Fig. 1: where the registers sit
The bar under the picture is 20 µm long. Other sequential cells in the stronger gray, the rest of the logic in the fainter gray.
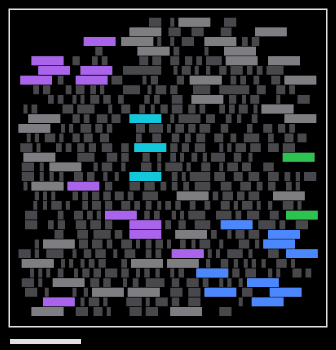
Fig. 2: zoomed window
Window x 52 to 82, y 7 to 37 µm. Cells in gray, sequential cells in the stronger gray; small squares are vias.
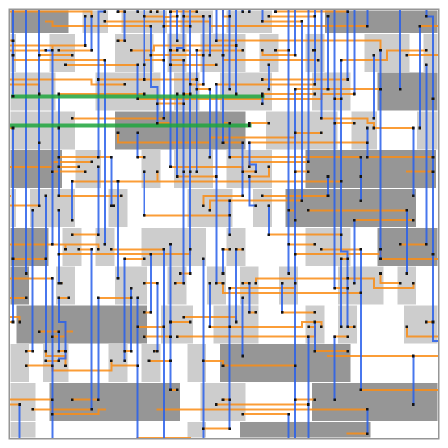
Fig. 3: the clock network
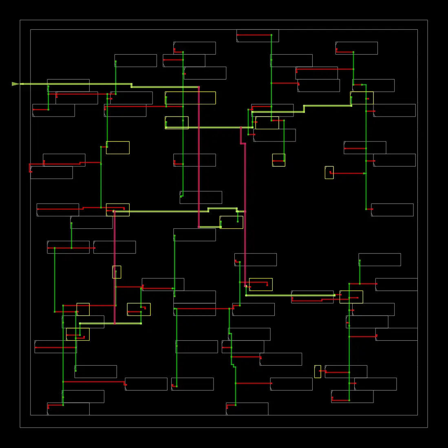
Fig. 4: clock distribution
The bar under the picture is 20 µm long.
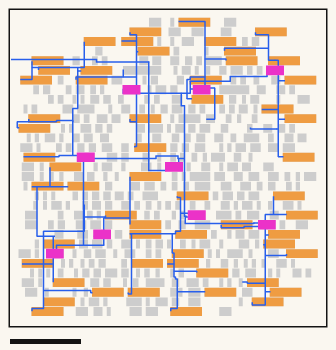
Fig. 5: drive-strength map
The bar under the picture is 20 µm long.
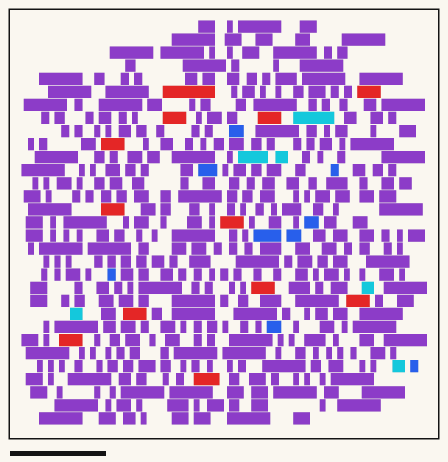
--- src/rtl/intv_pkg.sv ---
// Shared definitions for the interleaver frame scheduler: block lengths,
// scheduler states and the modulation-to-block-length lookup.
package intv_pkg;

    localparam int BLK_LEN_W = 9;

    localparam logic [BLK_LEN_W-1:0] N_48  = 9'd48;
    localparam logic [BLK_LEN_W-1:0] N_96  = 9'd96;
    localparam logic [BLK_LEN_W-1:0] N_192 = 9'd192;
    localparam logic [BLK_LEN_W-1:0] N_288 = 9'd288;

    localparam logic [BLK_LEN_W-1:0] SIG_BITS = N_48;
    localparam logic [BLK_LEN_W-1:0] BLK_ONE  = 9'd1;

    typedef enum logic [2:0] {
        IDLE,
        SIG_WR,
        SIG_DRAIN,
        DATA_WR,
        PAD_WR,
        FLUSH
    } state_e;

    function automatic logic [BLK_LEN_W-1:0] blk_len_of(input logic [1:0] map_type);
        case (map_type)
            2'b00:   return N_48;
            2'b01:   return N_96;
            2'b10:   return N_192;
            default: return N_288;
        endcase
    endfunction

endpackage

--- src/rtl/intv_rd_tracker.sv ---
// Follows the interleaver read side: counts intv_vld pulses per block and
// keeps the single "written block awaiting read-out" flag.
module intv_rd_tracker
    import intv_pkg::*;
(
    input  logic                 clk,
    input  logic                 rst_n,
    input  logic [BLK_LEN_W-1:0] blk_len_i,
    input  logic                 intv_vld_i,
    input  logic                 pend_set_i,
    output logic                 pend_o,
    output logic                 rd_last_o
);

    logic [BLK_LEN_W-1:0] rd_cnt_q, rd_cnt_d;
    logic                 pend_q, pend_d;

    assign rd_last_o = intv_vld_i && (rd_cnt_q == blk_len_i - BLK_ONE);
    assign pend_o    = pend_q;

    always_comb begin
        rd_cnt_d = rd_cnt_q;
        if (intv_vld_i) begin
            rd_cnt_d = rd_last_o ? '0 : rd_cnt_q + BLK_ONE;
        end
        // A new block ending in the same cycle as the old read finishing keeps pend high.
        pend_d = pend_set_i ? 1'b1 : (rd_last_o ? 1'b0 : pend_q);
    end

    // NOTE: state registers use non-blocking assignments so every flop samples
    // pre-edge values regardless of process ordering.
    always_ff @(posedge clk or negedge rst_n) begin
        if (!rst_n) begin
            rd_cnt_q <= '0;
            pend_q   <= 1'b0;
        end else begin
            rd_cnt_q <= rd_cnt_d;
            pend_q   <= pend_d;
        end
    end

endmodule

--- src/rtl/intv_frame_sched.sv ---
// Frame scheduler ahead of the interleaver: one BPSK SIGNAL block, then the
// DATA blocks plus an optional pad block so ping-pong parity returns to A.
module intv_frame_sched
    import intv_pkg::*;
#(
    parameter int unsigned SIG_INTV_RATIO = 4,
    parameter int unsigned NSYM_W         = 12
) (
    input  logic              cb_clk,
    input  logic              rst_n,
    input  logic              frame_start,
    input  logic [1:0]        cfg_map_type,
    input  logic [NSYM_W-1:0] cfg_n_sym,
    input  logic              src_bit,
    input  logic              src_vld,
    output logic              src_rdy,
    output logic              intv_din,
    output logic              intv_en,
    output logic [1:0]        intv_con,
    output logic              signal_flag_in,
    input  logic              intv_vld,
    output logic              busy,
    output logic              pad_active,
    output logic              frame_done,
    output logic              start_err
);

    // The SIGNAL read pacing lives in the interleaver; a zero ratio cannot match it.
    if (SIG_INTV_RATIO == 0) begin : g_bad_ratio
        $error("SIG_INTV_RATIO must be at least 1");
    end

    localparam logic [NSYM_W-1:0] NSYM_ONE = 1;

    state_e               state_q, state_d;
    logic [1:0]           map_q;
    logic [NSYM_W-1:0]    n_sym_q;
    logic [NSYM_W-1:0]    sym_cnt_q;
    logic                 need_pad_q;
    logic [BLK_LEN_W-1:0] wr_cnt_q;
    logic                 intv_din_q, intv_en_q, sig_flag_q, pad_active_q;
    logic [1:0]           intv_con_q;
    logic                 frame_done_q, frame_done_d;
    logic                 start_err_q;

    logic [BLK_LEN_W-1:0] blk_len;
    logic                 wr_last, wr_hold, accept, pad_fire, wr_fire, blk_end, sym_last;
    logic                 pend_set, pend, rd_last;

    always_comb begin
        blk_len  = (state_q == SIG_WR || state_q == SIG_DRAIN) ? SIG_BITS : blk_len_of(map_q);
        wr_last  = (wr_cnt_q == blk_len - BLK_ONE);
        // The last bit of a block may not land while the previous block is still being read.
        wr_hold  = wr_last && pend && (state_q == DATA_WR || state_q == PAD_WR);
        src_rdy  = ((state_q == SIG_WR) || (state_q == DATA_WR)) && !wr_hold;
        accept   = src_vld && src_rdy;
        pad_fire = (state_q == PAD_WR) && !wr_hold;
        wr_fire  = accept || pad_fire;
        blk_end  = wr_fire && wr_last;
        pend_set = blk_end && (state_q == DATA_WR || state_q == PAD_WR);
        sym_last = (sym_cnt_q == n_sym_q - NSYM_ONE);
    end

    intv_rd_tracker u_rd_tracker (
        .clk        (cb_clk),
        .rst_n      (rst_n),
        .blk_len_i  (blk_len),
        .intv_vld_i (intv_vld),
        .pend_set_i (pend_set),
        .pend_o     (pend),
        .rd_last_o  (rd_last)
    );

    // NOTE: every variable driven here gets a default first, so no path can
    // leave it unassigned and infer a latch.
    always_comb begin
        state_d      = state_q;
        frame_done_d = 1'b0;
        unique case (state_q)
            IDLE:      if (frame_start) state_d = SIG_WR;
            SIG_WR:    if (blk_end) state_d = SIG_DRAIN;
            SIG_DRAIN: if (rd_last) state_d = DATA_WR;
            DATA_WR:   if (blk_end && sym_last) state_d = need_pad_q ? PAD_WR : FLUSH;
            PAD_WR:    if (blk_end) state_d = FLUSH;
            FLUSH: begin
                if (!pend && !intv_en_q) begin
                    state_d      = IDLE;
                    frame_done_d = 1'b1;
                end
            end
            default:   state_d = IDLE;
        endcase
    end

    always_ff @(posedge cb_clk or negedge rst_n) begin
        if (!rst_n) begin
            state_q      <= IDLE;
            map_q        <= 2'b00;
            n_sym_q      <= '0;
            sym_cnt_q    <= '0;
            need_pad_q   <= 1'b0;
            wr_cnt_q     <= '0;
            intv_din_q   <= 1'b0;
            intv_en_q    <= 1'b0;
            intv_con_q   <= 2'b00;
            sig_flag_q   <= 1'b0;
            pad_active_q <= 1'b0;
            frame_done_q <= 1'b0;
            start_err_q  <= 1'b0;
        end else begin
            state_q      <= state_d;
            frame_done_q <= frame_done_d;
            start_err_q  <= frame_start && (state_q != IDLE);
            intv_en_q    <= wr_fire;
            pad_active_q <= (state_q == PAD_WR);

            // Block attributes update with the write itself and then hold until the next block.
            if (wr_fire) begin
                intv_din_q <= pad_fire ? 1'b0 : src_bit;
                intv_con_q <= (state_q == SIG_WR) ? 2'b00 : map_q;
                sig_flag_q <= (state_q == SIG_WR);
                wr_cnt_q   <= wr_last ? '0 : wr_cnt_q + BLK_ONE;
            end

            if (state_q == IDLE && frame_start) begin
                map_q      <= cfg_map_type;
                n_sym_q    <= cfg_n_sym;
                need_pad_q <= ~cfg_n_sym[0];
                sym_cnt_q  <= '0;
            end else if (state_q == DATA_WR && blk_end) begin
                sym_cnt_q  <= sym_cnt_q + NSYM_ONE;
            end
        end
    end

    assign intv_din       = intv_din_q;
    assign intv_en        = intv_en_q;
    assign intv_con       = intv_con_q;
    assign signal_flag_in = sig_flag_q;
    assign pad_active     = pad_active_q;
    assign frame_done     = frame_done_q;
    assign start_err      = start_err_q;
    assign busy           = (state_q != IDLE);

endmodule

--- config.mk ---
export PLATFORM = sky130hd
export DESIGN_NAME = intv_frame_sched
export DESIGN_NICKNAME = d
export VERILOG_FILES = /design/src/rtl/intv_pkg.sv /design/src/rtl/intv_rd_tracker.sv /design/src/rtl/intv_frame_sched.sv
export SDC_FILE = /design/constraint.sdc
export NUM_CORES = 1
export LEC_CHECK = 0
export CAP_MARGIN = 40
export CELL_PAD_IN_SITES_DETAIL_PLACEMENT = 1
export CELL_PAD_IN_SITES_GLOBAL_PLACEMENT = 1
export CORE_MARGIN = 2
export CORE_UTILIZATION = 48
export CTS_CLUSTER_DIAMETER = 120
export DETAILED_ROUTE_END_ITERATION = 12
export PLACE_DENSITY = 0.95
export SYNTH_ARGS = -nofsm -noshare
export SYNTH_HDL_FRONTEND = slang
export SYNTH_SLANG_ARGS = --single-unit
--- constraint.sdc ---
create_clock -name cb_clk -period 7.38 [get_ports cb_clk]
set_input_delay 1.476 -clock cb_clk [delete_from_list [all_inputs] [get_ports cb_clk]]
set_output_delay 1.476 -clock cb_clk [all_outputs]
set_load 0.01 [all_outputs]
==> results.txt <==
Die Width - 89.1 µm
maximum clock insertion buffer count - 2
proportion of layout cells with a drive suffix above 1 - 6.24%
area occupied by multi-input gates - 1880 µm²
most repeated cell in the gate-level netlist after synthesis - nand2_1
average wire per cell in the routed design - 17.5 µm
aggregate global-route resource usage - 25.5%
maximum vdd ir drop - 0.145 mV
Biggest Area Class - logic gates
net switching component of the power - 320 µW
number of DRC markers in iteration 0 - 151
pin count of the biggest net entering global routing - 58
distinct lib cells - 53
Critical Setup Path Class - flop to output port
number of warnings reported in the yosys synthesis log - 0
run status - finished clean
via count of the first global-routing pass - 3187
tally of max-capacitance violations - 0
net count reported at finish - 456
netlist area before placement - 3480 µm²
post-synthesis cell count from yosys - 404
Post-Route Skew - 0.00912 ns
FF/Latch Area - 1430 µm²
Design Power - 949 µW
Static Leakage - 0.00174 µW
Root Buffer Master - clkbuf_8
multi-input combinational cell count - 308
diode count - 0
# setup viols final - 0
Final period util - 72.3%
## Picture notes: Fig. 1
Green stands for `intv_con`, sequential cells 2. Purple stands for `sym_cnt_q`, sequential cells 12. Cyan stands for `state_q`, sequential cells 3. Blue stands for `u_rd_tracker.rd_cnt_q`, sequential cells 9, where bottom right.

## Picture notes: Fig. 2
Blue stands for M2. Green stands for M3. Orange stands for M1.
Netlist names of flops here include `u_rd_tracker.rd_cnt_q` (7), `frame_done` (1). 59 logic cells have their middle in the window. Sequential cells in the window: 8. Most frequent: nor2_1 (9), dfrtp_1 (8), nand2_1 (6).

## Picture notes: Fig. 3
Seq Cell Count: 57
total clock buffers created by CTS: 9

## Picture notes: Fig. 4
Magenta stands for clock-net drivers, count 9. Blue stands for clock wires, length 873 µm. Orange stands for flip-flops, count 57.
There are 10 routed clock nets. Position of the flops: widely spread.

## Picture notes: Fig. 5
Purple stands for x1 and smaller, cells 406, share 94%, most used nand2_1. Red stands for x6 and larger, cells 12, share 2.8%, most used clkbuf_8. Blue stands for x2, cells 9, share 2.1%. Cyan stands for x3 and x4, cells 6, share 1.4%.

-- cells by family (layout without fill, tap and decap cells) --
logic type	count (synthesis)	in the layout	synth area share, %
muxes	1	1	0.324
buffers and inverters	39	68	4.82
xor gates and xnor gates	32	32	8.27
DFF	57	57	41.0
AOI/OAI and AO/OA	95	95	16.8
and+or+nand+nor	172	172	25.9
adders and majority gates	8	8	2.88
-- sequential cells by signal, indices dropped and copies added, names as in the netlist --
| name | cells |
|---|---|
| wr_cnt_q | 9 |
| sym_cnt_q | 12 |
| intv_din | 1 |
| frame_done | 1 |
| intv_con | 2 |
| signal_flag_in | 1 |
| intv_en | 1 |
| state_q | 3 |
| map_q | 2 |
| start_err | 1 |
| pad_active | 1 |
| need_pad_q | 1 |
| u_rd_tracker.pend_o | 1 |
| u_rd_tracker.rd_cnt_q | 9 |
| n_sym_q | 12 |
-- worst paths after layout --
| check | startpoint | end | depth (start not counted) |
|---|---|---|---|
| max reg2reg | state_q[2] | sym_cnt_q[5] | 11 |
| max in group asynchronous | rst_n | n_sym_q[6] | 2 |
| min | intv_con[0] | intv_con[0] | 2 |
| min in group asynchronous | rst_n | u_rd_tracker.rd_cnt_q[1] | 2 |
| max | state_q[2] | src_rdy | 11 |
| min reg2reg | intv_con[0] | intv_con[0] | 2 |
-- cell usage in the layout (no fill, tap or decap), drive strengths merged, types with 7 or more instances in the layout --
| cell type | count |
|---|---|
| clkdlybuf4s50 | 28 |
| xor2 | 12 |
| a21oi | 19 |
| nand3 | 15 |
| nor2 | 27 |
| ha | 8 |
| o21ai | 36 |
| or3 | 10 |
| clkbuf | 11 |
| dfrtp | 57 |
| xnor2 | 20 |
| inv | 20 |
| nand2b | 7 |
| or4 | 9 |
| nor3 | 9 |
| nand2 | 58 |
| o31ai | 9 |
-- routing by layer --
layer	wire, µm	GRT usage (%)	vias to the layer above
met4	229	9.77	0
met2	4960	45.7	55
met5	0	0	-
li1	-	-	1469
met1	3840	28.9	1537
met3	267	6.83	17
-- per-stage QoR --
stage / instances / cell area, µm² / hold slack [ns] / setup WS, ns
2_1_floorplan: 404 / 3480 / 0.448 / 3.47
3_3_place_gp: 515 / 3810 / 0.462 / 2.67
3_5_place_dp: 516 / 3820 / 0.480 / 2.44
4_1_cts: 532 / 4020 / 0.495 / 2.05
5_1_grt: 532 / 4020 / 0.526 / 1.79
6_report: 532 / 4020 / 0.482 / 2.04
-- power groups by stage --
stage / Clock (µW) / Sequential [µW] / Combinational, µW
6_report: 299 / 428 / 222
3_5_place_dp: 0 / 432 / 221
5_1_grt: 321 / 436 / 251
4_1_cts: 304 / 427 / 223
3_3_place_gp: 0 / 427 / 206
2_1_floorplan: 0 / 412 / 161
-- critical path, cell delays in order (launching register included) --
cell	delay (ns)
dfrtp_1	0.62
inv_1	0.24
nand2_1	0.16
and2_1	0.14
ha_1	0.30
nor3b_1	0.12
nor4b_1	0.32
a22oi_1	0.19
nor4b_4	0.56
and4_1	0.33
nor2_1	0.06
clkdlybuf4s50_1	0.48
Power is estimated from default activity; no workload was simulated.
